$ cat src/rtl/apb_cmd_master5_if.sv
// Command/response and APB signal bundle for apb_cmd_master5.
// master = initiator view, slave = command source plus APB target view.
interface apb_cmd_master5_if #(
  parameter int ADDR_W = 7,
  parameter int DATA_W = 32
);
  logic              req_valid5;
  logic              req_ready5;
  logic              req_write5;
  logic [ADDR_W-1:0] req_addr5;
  logic [DATA_W-1:0] req_wdata5;
  logic              rsp_valid5;
  logic              rsp_ready5;
  logic [DATA_W-1:0] rsp_rdata5;
  logic              rsp_err5;
  logic              psel5;
  logic              penable5;
  logic              pwrite5;
  logic [ADDR_W-1:0] paddr5;
  logic [DATA_W-1:0] pwdata5;
  logic [DATA_W-1:0] prdata5;
  logic              pready5;
  logic              pslverr5;

  modport master (
    input  req_valid5, req_write5, req_addr5, req_wdata5,
    input  rsp_ready5, prdata5, pready5, pslverr5,
    output req_ready5, rsp_valid5, rsp_rdata5, rsp_err5,
    output psel5, penable5, pwrite5, paddr5, pwdata5
  );

  modport slave (
    output req_valid5, req_write5, req_addr5, req_wdata5,
    output rsp_ready5, prdata5, pready5, pslverr5,
    input  req_ready5, rsp_valid5, rsp_rdata5, rsp_err5,
    input  psel5, penable5, pwrite5, paddr5, pwdata5
  );
endinterface

$ cat src/rtl/apb_cmd_master5.sv
// Single-outstanding APB initiator driven by a valid/ready command port.
// APB_CMD_PREADY_EN enables pready5/pslverr5 handling and the ACCESS timeout.
module apb_cmd_master5 #(
  parameter int ADDR_W  = 7,
  parameter int DATA_W  = 32,
  parameter int TIMEOUT = 16
) (
  input logic               pclk5,
  input logic               p_reset5,
  apb_cmd_master5_if.master bus
);
  typedef enum logic [1:0] {
    IDLE, SETUP, ACCESS, RESP
  } state_e;

  state_e            state_q, state_d;
  logic              pwrite_q, pwrite_d;
  logic [ADDR_W-1:0] paddr_q, paddr_d;
  logic [DATA_W-1:0] pwdata_q, pwdata_d;
  logic [DATA_W-1:0] rdata_q, rdata_d;
  logic              err_q, err_d;
  logic              done;
  logic              cpl_err;

`ifdef APB_CMD_PREADY_EN
  localparam int CW = (TIMEOUT > 1) ? $clog2(TIMEOUT) : 1;
  logic [CW-1:0] cnt_q, cnt_d;
  logic          tmo;

  always_comb begin
    tmo   = 1'b0;
    cnt_d = cnt_q;
    if (TIMEOUT > 0)
      tmo = (state_q == ACCESS) && !bus.pready5 &&
            (cnt_q == CW'(TIMEOUT - 1));
    if (state_q == SETUP)
      cnt_d = '0;
    else if (state_q == ACCESS && !bus.pready5)
      cnt_d = cnt_q + 1'b1;
  end

  always_ff @(posedge pclk5) begin
    if (p_reset5) cnt_q <= '0;
    else          cnt_q <= cnt_d;
  end

  assign done    = bus.pready5 | tmo;
  assign cpl_err = bus.pready5 ? bus.pslverr5 : 1'b1;
`else
  // APB2 targets have no pready: every ACCESS cycle completes.
  localparam int unused_timeout = TIMEOUT;
  logic unused_apb3;
  assign unused_apb3 = bus.pready5 ^ bus.pslverr5;
  assign done        = 1'b1;
  assign cpl_err     = 1'b0;
`endif

  always_comb begin
    state_d  = state_q;
    pwrite_d = pwrite_q;
    paddr_d  = paddr_q;
    pwdata_d = pwdata_q;
    rdata_d  = rdata_q;
    err_d    = err_q;
    unique case (state_q)
      IDLE: begin
        if (bus.req_valid5) begin
          pwrite_d = bus.req_write5;
          paddr_d  = bus.req_addr5;
          pwdata_d = bus.req_wdata5;
          state_d  = SETUP;
        end
      end
      SETUP: state_d = ACCESS;
      ACCESS: begin
        if (done) begin
          rdata_d = (!pwrite_q && !cpl_err) ? bus.prdata5 : '0;
          err_d   = cpl_err;
          state_d = RESP;
        end
      end
      RESP: begin
        if (bus.rsp_ready5) state_d = IDLE;
      end
      default: state_d = IDLE;
    endcase
  end

  always_ff @(posedge pclk5) begin
    if (p_reset5) begin
      state_q  <= IDLE;
      pwrite_q <= 1'b0;
      paddr_q  <= '0;
      pwdata_q <= '0;
      rdata_q  <= '0;
      err_q    <= 1'b0;
    end else begin
      state_q  <= state_d;
      pwrite_q <= pwrite_d;
      paddr_q  <= paddr_d;
      pwdata_q <= pwdata_d;
      rdata_q  <= rdata_d;
      err_q    <= err_d;
    end
  end

  assign bus.req_ready5 = (state_q == IDLE) && !p_reset5;
  assign bus.rsp_valid5 = (state_q == RESP);
  assign bus.rsp_rdata5 = rdata_q;
  assign bus.rsp_err5   = err_q;
  assign bus.psel5      = (state_q == SETUP) || (state_q == ACCESS);
  assign bus.penable5   = (state_q == ACCESS);
  assign bus.pwrite5    = pwrite_q;
  assign bus.paddr5     = paddr_q;
  assign bus.pwdata5    = pwdata_q;
endmodule

$ cat src/flat_wrapper.sv
// flat-port wrapper written by rule: the top's interface ports become plain ports
module apb_cmd_master5_flat 
#(
  parameter int ADDR_W  = 7,
  parameter int DATA_W  = 32,
  parameter int TIMEOUT = 16
)
  (pclk5, p_reset5, bus_req_valid5, bus_req_write5, bus_req_addr5, bus_req_wdata5, bus_rsp_ready5, bus_prdata5, bus_pready5, bus_pslverr5, bus_req_ready5, bus_rsp_valid5, bus_rsp_rdata5, bus_rsp_err5, bus_psel5, bus_penable5, bus_pwrite5, bus_paddr5, bus_pwdata5);
  apb_cmd_master5_if #(.ADDR_W(ADDR_W), .DATA_W(DATA_W)) bus_i ();
  input logic pclk5;
  input logic p_reset5;
  input wire logic [$bits(bus_i.req_valid5)-1:0] bus_req_valid5;
  input wire logic [$bits(bus_i.req_write5)-1:0] bus_req_write5;
  input wire logic [$bits(bus_i.req_addr5)-1:0] bus_req_addr5;
  input wire logic [$bits(bus_i.req_wdata5)-1:0] bus_req_wdata5;
  input wire logic [$bits(bus_i.rsp_ready5)-1:0] bus_rsp_ready5;
  input wire logic [$bits(bus_i.prdata5)-1:0] bus_prdata5;
  input wire logic [$bits(bus_i.pready5)-1:0] bus_pready5;
  input wire logic [$bits(bus_i.pslverr5)-1:0] bus_pslverr5;
  output wire logic [$bits(bus_i.req_ready5)-1:0] bus_req_ready5;
  output wire logic [$bits(bus_i.rsp_valid5)-1:0] bus_rsp_valid5;
  output wire logic [$bits(bus_i.rsp_rdata5)-1:0] bus_rsp_rdata5;
  output wire logic [$bits(bus_i.rsp_err5)-1:0] bus_rsp_err5;
  output wire logic [$bits(bus_i.psel5)-1:0] bus_psel5;
  output wire logic [$bits(bus_i.penable5)-1:0] bus_penable5;
  output wire logic [$bits(bus_i.pwrite5)-1:0] bus_pwrite5;
  output wire logic [$bits(bus_i.paddr5)-1:0] bus_paddr5;
  output wire logic [$bits(bus_i.pwdata5)-1:0] bus_pwdata5;
  assign bus_i.req_valid5 = bus_req_valid5;
  assign bus_i.req_write5 = bus_req_write5;
  assign bus_i.req_addr5 = bus_req_addr5;
  assign bus_i.req_wdata5 = bus_req_wdata5;
  assign bus_i.rsp_ready5 = bus_rsp_ready5;
  assign bus_i.prdata5 = bus_prdata5;
  assign bus_i.pready5 = bus_pready5;
  assign bus_i.pslverr5 = bus_pslverr5;
  assign bus_req_ready5 = bus_i.req_ready5;
  assign bus_rsp_valid5 = bus_i.rsp_valid5;
  assign bus_rsp_rdata5 = bus_i.rsp_rdata5;
  assign bus_rsp_err5 = bus_i.rsp_err5;
  assign bus_psel5 = bus_i.psel5;
  assign bus_penable5 = bus_i.penable5;
  assign bus_pwrite5 = bus_i.pwrite5;
  assign bus_paddr5 = bus_i.paddr5;
  assign bus_pwdata5 = bus_i.pwdata5;
  apb_cmd_master5 #(.ADDR_W(ADDR_W), .DATA_W(DATA_W), .TIMEOUT(TIMEOUT)) u_core (.pclk5(pclk5), .p_reset5(p_reset5), .bus(bus_i));
endmodule
$ cat config.mk
export PLATFORM = sky130hd
export DESIGN_NAME = apb_cmd_master5_flat
export DESIGN_NICKNAME = d
export VERILOG_FILES = /design/src/rtl/apb_cmd_master5_if.sv /design/src/rtl/apb_cmd_master5.sv /design/src/flat_wrapper.sv
export SDC_FILE = /design/constraint.sdc
export NUM_CORES = 1
export LEC_CHECK = 0
export ABC_CLOCK_PERIOD_IN_PS = 1700
export CORE_MARGIN = 2
export CORE_UTILIZATION = 41
export CTS_CLUSTER_DIAMETER = 50
export DETAILED_ROUTE_END_ITERATION = 10
export GPL_ROUTABILITY_DRIVEN = 0
export PLACE_DENSITY_LB_ADDON = 0.15
export SLEW_MARGIN = 20
export SYNTH_ARGS = -nofsm -noshare
export SYNTH_HDL_FRONTEND = slang
export SYNTH_SLANG_ARGS = --single-unit
export TNS_END_PERCENT = 1
$ cat constraint.sdc
create_clock -name pclk5 -period 1.7 [get_ports pclk5]
set_clock_uncertainty 0.1 [all_clocks]
set_input_delay 0.255 -clock pclk5 [delete_from_list [all_inputs] [get_ports pclk5]]
set_output_delay 0.255 -clock pclk5 [all_outputs]
set_load 0.02 [all_outputs]
Fig. 1: run 1, clock network drawn from the DEF
Scale bar: 20 µm.
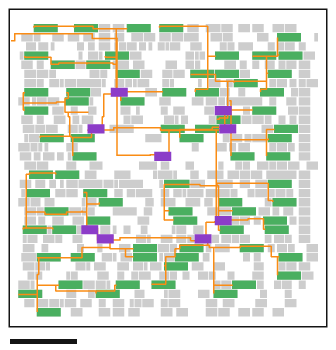
Key: orange = clock wires [length 902 µm]; purple = clock drivers [count 9]; green = flip-flops [count 74]
There are 10 routed clock nets.

Fig. 2: run 1, supply network
Pins as bars on the die edge. Tap cells in gray.
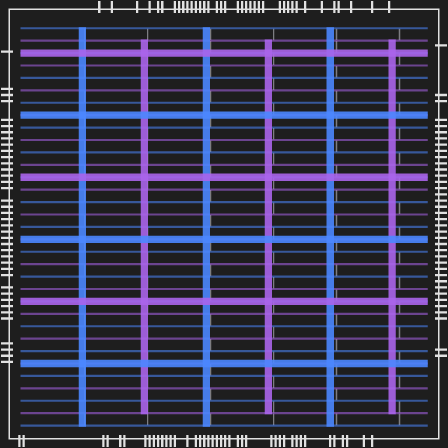
Key: blue = VSS; purple = VDD
155 signal pins sit on the boundary. 6 straps on met5. 102 tap cells. The core has 32 rows.

Fig. 3: run 1, cell classes on the final placement
Scale bar: 20 µm.
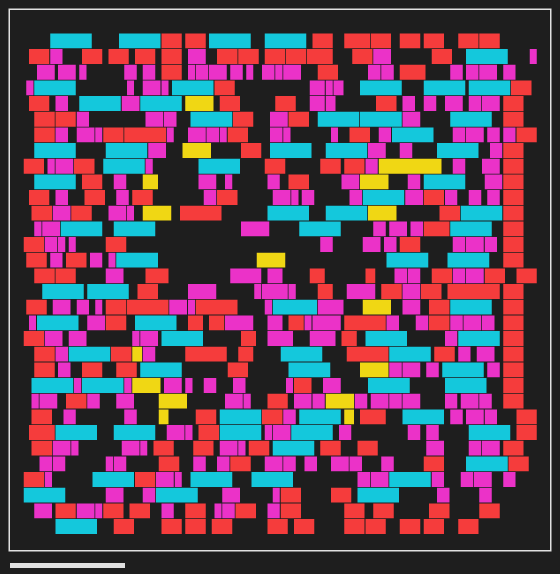
Key: yellow = clock drivers and dummy loads [cells 16]; red = remaining buffers and delay cells [cells 165]; magenta = combinational and other logic [cells 235]; cyan = sequential cells [cells 74]

Fig. 4: run 1, gate-type map
Scale bar: 20 µm.
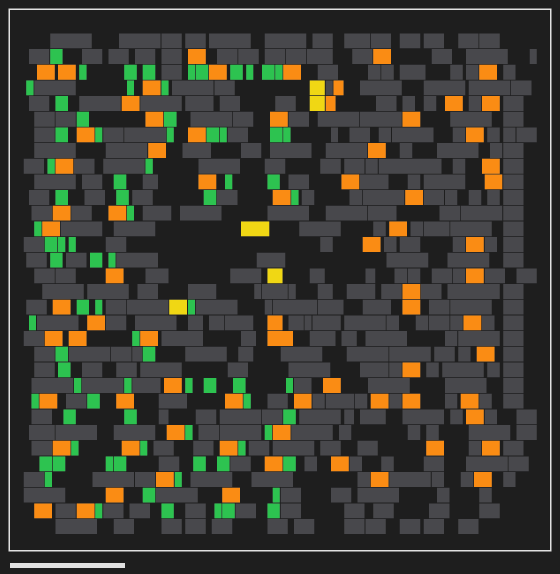
Key: yellow = and/or cells [cells 5]; orange = aoi and oai cells [cells 74, where all over the die]; green = nand cells [cells 81]

==> flow_summary.yaml, run 1 <==
# implementation run metrics
power_and_ir_drop:
  p_seq_w: 0.00224
  power.share.sequential_pct: 31.4
  pwr-share-comb_pct: 49.3
  p_switching_w: 0.002614
placement:
  hpwlAfterDp_mm: 5.293
  port_buffers: 151
final_layout:
  fin_area_um2: 5142
  logic_area_um2: 1594
  seq_share_pct: 28.83
  sh_comb_area_pct: 31.00
  fin_nets: 567
  seq_area_um2: 1483
  inverters: 2
  antenna_cells: 0
  largest_class: "non-clock buffers"
synthesis:
  syn_avg_cell_area_um2: 9.890
  synth_top_cell_by_area: "dfxtp_1"
  syn_inst: 334
  top_logic_kind: "simple AND/OR/NAND/NOR gates"
  yosysSeqAreaShare_pct: 44.85
  mappedNetlistNets: 416
  top_cells_by_area: "dfxtp_1, a21oi_2, nand2_2"
  fa_ha_area_share_pct: 1.515
sta:
  rsz0062_at_grt: "true"
  finalSetupViolations: 0
route:
  drt_wl_total_mm: 7.827
  drc: 0
  wl_met3_um: 690
  postRouteAntennaNets: 0
  drt_iter0_drc: 36
  first_pass_iters: 4
global_routing:
  grt_use_total_pct: 17.56
  grt_max_degree: 62
worst_setup_path:
  worst-endpoint-arrival_ns: 1.84
  crit_path_start: "u_core.state_q[0]"
  path_depth: 7
  cp-start-kind: "flop"
run_status:
  status: "finished, final reports clean"
floorplanning:
  die_w_um: 93.76
  ios: 155
  fp_util_pct: 42.53
  die_y_um: 93.76
  dieArea_um2: 8791
cts:
  cts_buffers: 9
  worstSkewPairLatency_ns: 0.33
  htree_num_levels: 3
  cts_num_sinks: 74
min_path:
  hold_path_class: "in2reg"
## Run 2: what changed since run 1
CORE_MARGIN = 5   (was 2)
SKIP_CTS_REPAIR_TIMING = 1   (was unset)
==> run 2 against run 1 <==
Sequential power about the same. Highest routed layer unchanged. Die size increased by 13%. Synthesized cell count is the same. Total power increased by 1.3%.
==> flow_summary.yaml, run 2 <==
# implementation run metrics
run_status:
  status: "finished, final reports clean"
final_layout:
  fin_nets: 569
  inverters: 2
  logic_area_um2: 1575
  seq_area_um2: 1483
  fin_area_um2: 5166
  antenna_cells: 0
  seq_share_pct: 28.70
global_routing:
  grt_use_total_pct: 16.61
sta:
  finalSetupViolations: 0
route:
  drc: 0
  drt_iter0_drc: 79
  wl_met3_um: 734
cts:
  cts_num_sinks: 74
  cts_buffers: 9
worst_setup_path:
  crit_path_start: "u_core.bus.pwdata5[14]"
  worst-endpoint-arrival_ns: 1.29
synthesis:
  top_cells_by_area: "dfxtp_1, a21oi_2, nand2_2"
  synth_top_cell_by_area: "dfxtp_1"
  mappedNetlistNets: 416
  yosysSeqAreaShare_pct: 44.85
  syn_inst: 334
placement:
  hpwlAfterDp_mm: 5.941
Fig. 5: run 2, gate-type map
Scale bar: 20 µm.
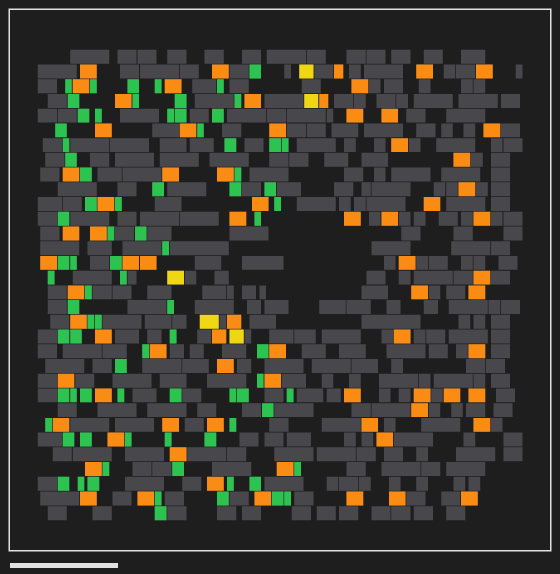
Key: green = nand cells [cells 81]; orange = aoi and oai cells [cells 74, where all over the die]; yellow = and/or cells [cells 5, where center]

Fig. 6: run 2, clock network drawn from the DEF
Scale bar: 20 µm.
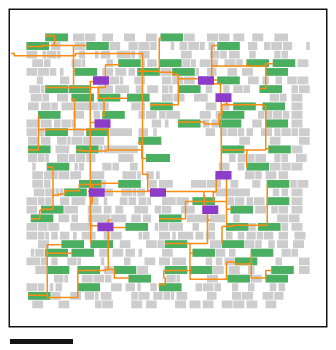
Key: purple = clock drivers [count 9]; orange = clock wires [length 922 µm]; green = flip-flops [count 74]
There are 10 routed clock nets.

## Run 3: what changed since run 2
CORE_UTILIZATION = 40   (was 41)
MAX_ROUTING_LAYER = met4   (was unset)
==> run 3 against run 2 <==
Sequential power hardly changed. The run now ends with setup timing left. Via count is 1.4% higher. Utilization is 3.9 points lower. First-iteration DRC count is 35% lower. Non-clock buffer count is 4 lower. Wire length is 2.8% higher. Critical path depth is 4 higher.
==> flow_summary.yaml, run 3 <==
# implementation run metrics
synthesis:
  top_cells_by_count: "dfxtp_1, a21oi_2, nand2_1"
  syn_inst: 334
  syn_avg_cell_area_um2: 9.890
  mappedNetlistNets: 416
  synth_flops: 74
  top_cells_by_area: "dfxtp_1, a21oi_2, nand2_2"
  yosysSeqAreaShare_pct: 44.85
  synth_top_cell_by_area: "dfxtp_1"
  xor_area_share_pct: 0
  ys_area_um2: 3303
final_layout:
  logic_area_um2: 1578
  antenna_cells: 0
  comb_cells: 233
  fin_area_um2: 5061
  seq_share_pct: 29.30
  seq_area_um2: 1483
  clkbuf_count: 9
  inverters: 2
  fin_nets: 565
sta:
  slew_headroom_pct: 39.13
  finalSetupViolations: 17
  max_freq_ghz: 0.5700
  hold_ws_ns: 0.1194
  worst_slack_ns: -0.05428
run_status:
  violations: "setup timing"
  status: "complete, but fails checks"
placement:
  dp_worst_setup_slack_ns: -0.1744
  hpwlAfterDp_mm: 5.859
  place_area_um2: 4827
route:
  postRouteAntennaNets: 0
  drt_iter0_drc: 51
  drc: 0
  wl_met3_um: 736
power_and_ir_drop:
  pwr.group.clock_w: 0.00121
worst_setup_path:
  crit_path_start: "u_core.state_q[0]"
cts:
  cts_num_sinks: 74
global_routing:
  grt_use_total_pct: 17.02
Fig. 7: run 3, gate-type map
Scale bar: 20 µm.
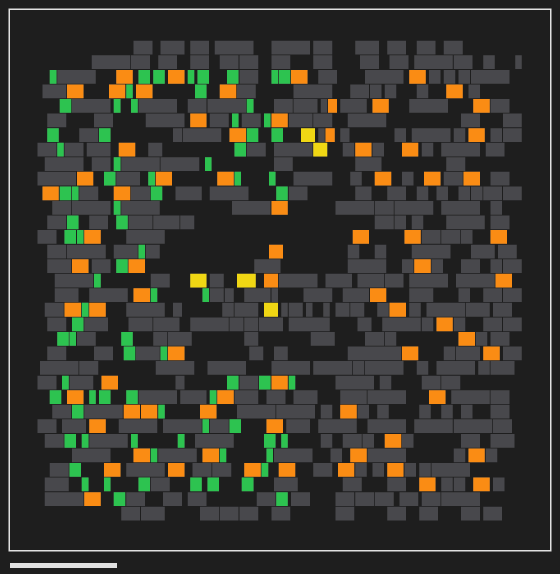
Key: yellow = and/or cells [cells 5, where center]; green = nand cells [cells 81]; orange = aoi and oai cells [cells 74, where all over the die]

Fig. 8: run 3, cell classes on the final placement
Scale bar: 20 µm.
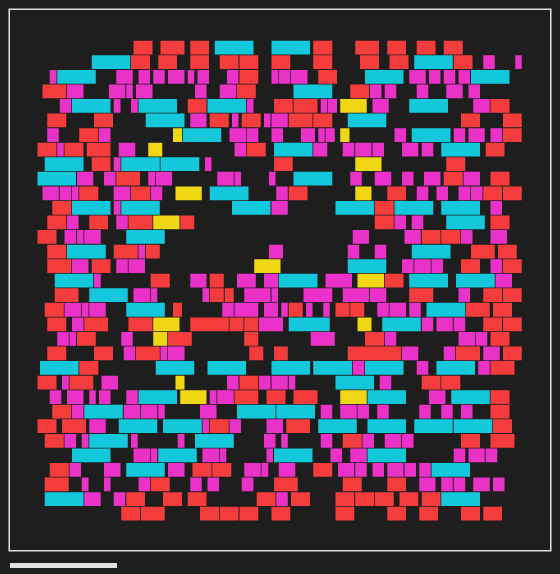
Key: cyan = sequential cells [cells 74]; red = remaining buffers and delay cells [cells 163]; yellow = clock drivers and dummy loads [cells 16]; magenta = combinational and other logic [cells 235]


## Gallery

Clock wiring as the flow saved it.
panel A
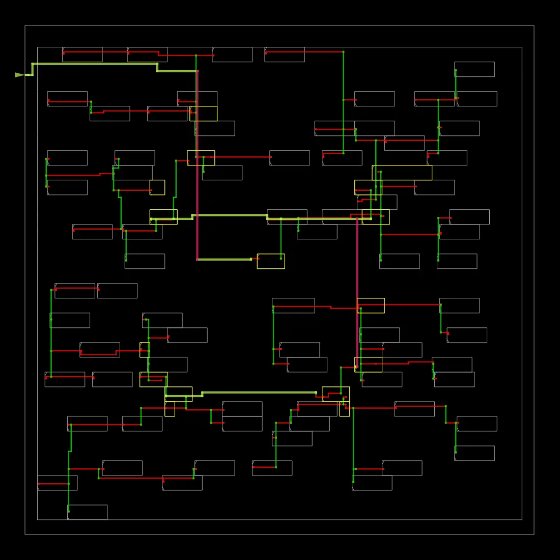
panel B
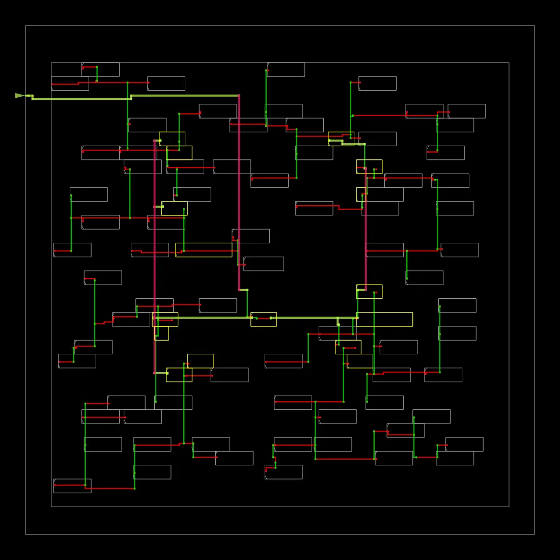
run 2: panel B
run 1: panel A

Power is estimated from default activity; no workload was simulated.
